Congestion heat map:
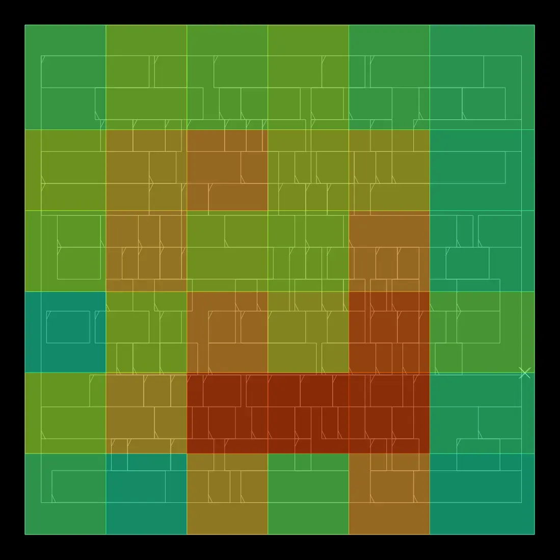
Signal wires on met2:
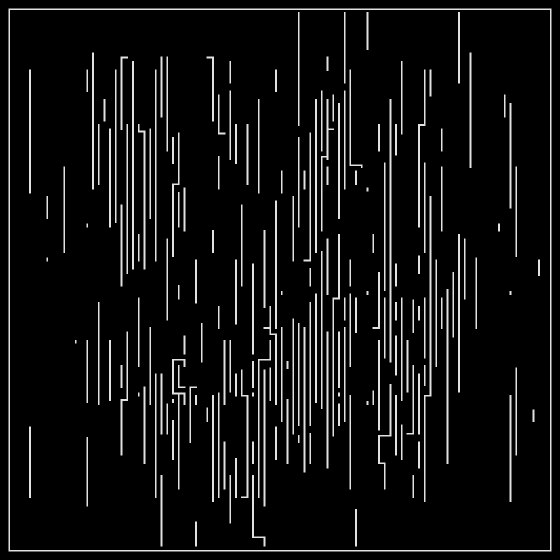
Met3 routing:
The bar under the picture is 10 µm long.
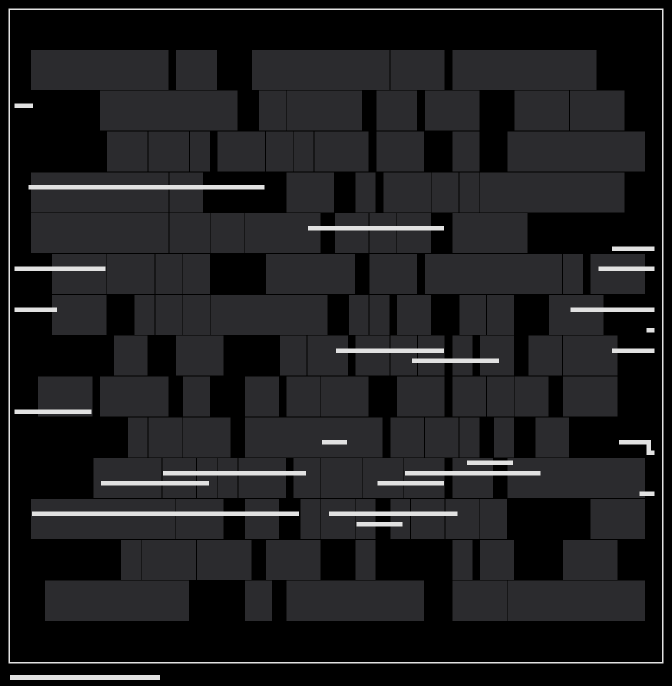
### src/rtl/traffic_phase_sequencer.sv
// Four-phase intersection sequencer with pedestrian green shortening.
// Define ALL_RED_EN to insert an all-red clearance phase after every yellow.
module traffic_phase_sequencer #(
    parameter int CNT_WIDTH       = 8,
    parameter int GREEN_TICKS     = 20,
    parameter int YELLOW_TICKS    = 4,
    parameter int MIN_GREEN_TICKS = 5,
    parameter int ALLRED_TICKS    = 2
) (
    input  logic                 clk,
    input  logic                 rst,
    input  logic                 tick,
    input  logic                 hold,
    input  logic                 ped_req,
    output logic [3:0]           selector,
    output logic [CNT_WIDTH-1:0] remaining,
    output logic                 phase_done,
    output logic                 ped_ack
);

`ifdef ALL_RED_EN
    localparam bit ALL_RED = 1'b1;
`else
    localparam bit ALL_RED = 1'b0;
`endif

    localparam logic [CNT_WIDTH-1:0] GREEN_LD  = CNT_WIDTH'(GREEN_TICKS - 1);
    localparam logic [CNT_WIDTH-1:0] YELLOW_LD = CNT_WIDTH'(YELLOW_TICKS - 1);
    localparam logic [CNT_WIDTH-1:0] MIN_LD    = CNT_WIDTH'(MIN_GREEN_TICKS - 1);
    localparam logic [CNT_WIDTH-1:0] ALLRED_LD = CNT_WIDTH'(ALLRED_TICKS - 1);

    // State encoding doubles as the mux selector, so selector is registered.
    typedef enum logic [3:0] {
        NS_G  = 4'b0001,
        NS_Y  = 4'b0010,
        EW_G  = 4'b0100,
        EW_Y  = 4'b1000,
        ALL_R = 4'b0000
    } phase_t;

    phase_t phase;
    logic   ped_pending;
    logic   ew_next;
    logic   adv;

    assign selector = phase;
    assign adv      = tick & ~hold;

    // A pending request cuts a long green down to the minimum remaining length.
    function automatic logic [CNT_WIDTH-1:0] green_count(
        input logic [CNT_WIDTH-1:0] rem,
        input logic                 pending
    );
        if (pending && (rem > MIN_LD))
            return MIN_LD;
        return rem - CNT_WIDTH'(1);
    endfunction

    always_ff @(posedge clk or posedge rst) begin
        if (rst) begin
            phase       <= NS_G;
            remaining   <= GREEN_LD;
            phase_done  <= 1'b0;
            ped_ack     <= 1'b0;
            ped_pending <= 1'b0;
            ew_next     <= 1'b0;
        end else begin
            phase_done <= 1'b0;
            ped_ack    <= 1'b0;
            if (ped_req)
                ped_pending <= 1'b1;

            case (phase)
                NS_G, EW_G: begin
                    if (adv) begin
                        if (remaining == '0) begin
                            phase       <= (phase == NS_G) ? NS_Y : EW_Y;
                            remaining   <= YELLOW_LD;
                            phase_done  <= 1'b1;
                            ped_ack     <= ped_pending | ped_req;
                            ped_pending <= 1'b0;
                        end else begin
                            remaining <= green_count(remaining, ped_pending);
                        end
                    end
                end
                NS_Y, EW_Y: begin
                    if (adv) begin
                        if (remaining == '0) begin
                            phase_done <= 1'b1;
                            ew_next    <= (phase == NS_Y);
                            if (ALL_RED) begin
                                phase     <= ALL_R;
                                remaining <= ALLRED_LD;
                            end else begin
                                phase     <= (phase == NS_Y) ? EW_G : NS_G;
                                remaining <= GREEN_LD;
                            end
                        end else begin
                            remaining <= remaining - CNT_WIDTH'(1);
                        end
                    end
                end
                ALL_R: begin
                    if (!ALL_RED) begin
                        phase     <= NS_G;
                        remaining <= GREEN_LD;
                    end else if (adv) begin
                        if (remaining == '0) begin
                            phase      <= ew_next ? EW_G : NS_G;
                            remaining  <= GREEN_LD;
                            phase_done <= 1'b1;
                        end else begin
                            remaining <= remaining - CNT_WIDTH'(1);
                        end
                    end
                end
                // Any non-one-hot pattern falls back to the reset phase.
                default: begin
                    phase     <= NS_G;
                    remaining <= GREEN_LD;
                end
            endcase
        end
    end

endmodule
### config.mk
export PLATFORM = sky130hd
export DESIGN_NAME = traffic_phase_sequencer
export DESIGN_NICKNAME = d
export VERILOG_FILES = /design/src/rtl/traffic_phase_sequencer.sv
export SDC_FILE = /design/constraint.sdc
export NUM_CORES = 1
export LEC_CHECK = 0
export ABC_AREA = 0
export CAP_MARGIN = 25
export CORE_UTILIZATION = 56
export CTS_BUF_LIST = sky130_fd_sc_hd__clkbuf_8
export DETAILED_ROUTE_END_ITERATION = 8
export GPL_TIMING_DRIVEN = 1
export HOLD_SLACK_MARGIN = 0.1
export PLACE_DENSITY = 0.89
export RECOVER_POWER = 50
export SKIP_CTS_REPAIR_TIMING = 1
export SLEW_MARGIN = 10
export SYNTH_ARGS = -nofsm -noshare
export SYNTH_HDL_FRONTEND = slang
export SYNTH_SLANG_ARGS = --single-unit
export TNS_END_PERCENT = 20
### constraint.sdc
create_clock -name clk -period 5.01 [get_ports clk]
set_input_delay 1.503 -clock clk [delete_from_list [all_inputs] [get_ports clk]]
set_output_delay 1.503 -clock clk [all_outputs]
set_load 0.01 [all_outputs]
==> impl_metrics.env <==
# source this file to load flow results
export IMPL_root_buffer="clkbuf_8"
export IMPL_grt_util_met1=0.313
export IMPL_grt_ovfl_total=0
export IMPL_grt_pass1_vias=813
export IMPL_xor_area_frac=0.0365
export IMPL_hp_class="flip-flop to flip-flop"
export IMPL_core_region_area_mm2=0.00156
export IMPL_critPathRequiredTime_ns=5.18
export IMPL_final_cells=140
export IMPL_ys_sh_aoi=0.178
export IMPL_mux_share=0
export IMPL_drive_gt1_frac=0.0806
export IMPL_topCellsByArea="dfrtp_1 29%, dfstp_2 11%, nor2_1 4.3%"
export IMPL_syn_area_um2=961
export IMPL_cts_buffers=3
export IMPL_warning_count=27
export IMPL_drv_slew=0
export IMPL_maxCapViolations=0
export IMPL_hold_viol=0
export IMPL_layout_nets=132
export IMPL_drt_first_pass_iters=6
export IMPL_final_cell_mix="15 x clkdlybuf4s50_1, 11 x nor2_1, 11 x dfrtp_1"
export IMPL_clk_path_buf_depth=2
export IMPL_chip_area_mm2=0.00189
export IMPL_antenna_found_initial=0
export IMPL_synthTopCellsByCount="11 x dfrtp_1, 11 x nor2_1, 8 x a21oi_1, 6 x or3_1"
export IMPL_drt_iter0_drc=25
export IMPL_netlist_area_leader_share=0.286
export IMPL_max_freq_mhz=337
export IMPL_die_h_um=43.4
export IMPL_ant_nets=0
export IMPL_synth_cellmix_simpleShare=0.314
export IMPL_grt_setup_unrepaired="false"
export IMPL_track_usage=0.242
export IMPL_die_w_um=43.4
export IMPL_dp_final_hpwl_um=1510
export IMPL_setup_viol=0
export IMPL_failed_checks="design-rule violations"
export IMPL_rows=14
export IMPL_cts_sink_count=15
export IMPL_syn_inst=108
export IMPL_ys_cells=108
export IMPL_largest_area_cell="dfrtp_1"
export IMPL_viasPerCell=6.20
export IMPL_drt_wl_total_um=2070
export IMPL_fa_ha_area_frac=0.0260
export IMPL_status="finished with violations"
export IMPL_placedCellCount=136
export IMPL_ios=19
export IMPL_drc=2
export IMPL_endpoint_kind="flip-flop"
export IMPL_vias=868
export IMPL_final_setup_tns_ns=0
export IMPL_skew_ns=0.00372
export IMPL_layout_top_cell="clkdlybuf4s50_1"
export IMPL_crit_type="primary input to flip-flop"
export IMPL_syn_avg_cell_area_um2=8.90
export IMPL_worst_ep_arrival_time_ns=3.14
export IMPL_power_density_cell_area_mw_per_mm2=484
export IMPL_cts_tree="done"
export IMPL_netlist_logic_family_top="simple AND/OR/NAND/NOR gates"
export IMPL_cp_max_fo=7
export IMPL_ys_ff=15
export IMPL_flop_cell="dfrtp_1"
export IMPL_diodes=0
export IMPL_clk_latency_ns=0.25
export IMPL_area_delta_synth_final_pct=22.7
export IMPL_synth_chip_area_um2=961
export IMPL_grt_pass1_wl_um=3440
export IMPL_ys_types=38
export IMPL_initCoreUtil=0.616
export IMPL_finalClockPeriodUsage=0.592
export IMPL_place_gp_congestion=0.842
export IMPL_leakagePower_nw=0.473
export IMPL_io_buffer_count=18
export IMPL_clk_pin_slew_worst_paths_ns=0.06
Back to the opening pictures, 'congestion heat map':
WL/cell: 14.8 µm
Util after Layout: 0.756
met3 GRT Util: 0.0542
GRT met2 Usage: 0.415

Back to the opening pictures, 'signal wires on met2':
The longest straight run is 21.1 µm. The layer carries 991 µm of wire. The layer holds 48% of the routed length. The wires run mostly vertical.

Back to the opening pictures, 'met3 routing':
23 nets have wire on it. The layer holds 6.3% of the routed length. The longest straight run is 17.5 µm. The layer carries 130 µm of wire. The wires run mostly horizontal.

-- final cells by class --
| cell class | instances | area (µm²) |
|---|---|---|
| multi-input cells | 82 | 533 |
| clock buffers | 3 | 41.3 |
| inverters | 5 | 18.8 |
| well taps | 16 | 20.0 |
| fillers | 119 | 380 |
| repair buffers | 18 | 180 |
| clock inverters | 1 | 5.00 |
| flip-flops and latches | 15 | 380 |
-- routing by layer --
layer | vias to the layer above | wire length (µm) | part of all wire
li1 | 418 | - | -
met1 | 412 | 939 | 0.45
met2 | 36 | 991 | 0.48
met3 | 2 | 129 | 0.062
met4 | 0 | 5 | 0.0024
met5 | - | 0 | 0
-- state kept, by name (all words and copies together), names as in the netlist --
signal / flops
ped_pending: 1
phase_done: 1
ped_ack: 1
remaining: 8
selector: 4
-- worst max-delay path, stage by stage --
cell and delay (ns):
dlygate4sd3_1 0.55, nand2b_1 0.27, or3_1 0.47, o21ai_0 0.22
o2bb2ai_1 0.14
-- report_power, final --
group | internal [W] | switching, W | leakage [nW]
clock network | 0.0000550 | 0.0000433 | 0.0255
logic | 0.000132 | 0.000142 | 0.262
registers | 0.000158 | 0.0000405 | 0.186
-- metrics by stage --
| stage | setup slack [ns] | total power (W) | area (µm²) | utilization | hold WS (ns) |
|---|---|---|---|---|---|
| 2_1_floorplan | 2.53 | 0.000380 | 961 | - | 0.503 |
| 3_3_place_gp | 2.04 | 0.000462 | 1130 | 0.726 | 0.547 |
| 3_5_place_dp | 1.97 | 0.000471 | 1130 | 0.726 | 0.554 |
| 4_1_cts | 2.04 | 0.000572 | 1180 | 0.756 | 0.571 |
| 5_1_grt | 2.01 | 0.000609 | 1180 | 0.756 | 0.600 |
| 6_report | 2.04 | 0.000571 | 1180 | 0.756 | 0.578 |
-- path summary, 6_finish.rpt --
check / endpoint / slack (ns) / cells after the start / from
setup / recovery: remaining[2] / 2.04 / 5 / hold
hold / removal: ped_pending / 0.58 / 2 / ped_pending
setup reg to reg: remaining[2] / 2.82 / 5 / selector[1]
hold reg to reg: ped_pending / 0.58 / 2 / ped_pending
max in group asynchronous: selector[0] / 2.88 / 2 / rst
min in group asynchronous: remaining[3] / 1.75 / 2 / rst
-- logic make-up (layout without fill, tap and decap cells) --
family	count (synthesis)	count (layout)
compound gates	25	25
xor+xnor	4	4
fa+ha+maj	2	2
buf+inv	11	27
flops	15	15
simple gates	51	51
Power is estimated from default activity; no workload was simulated.
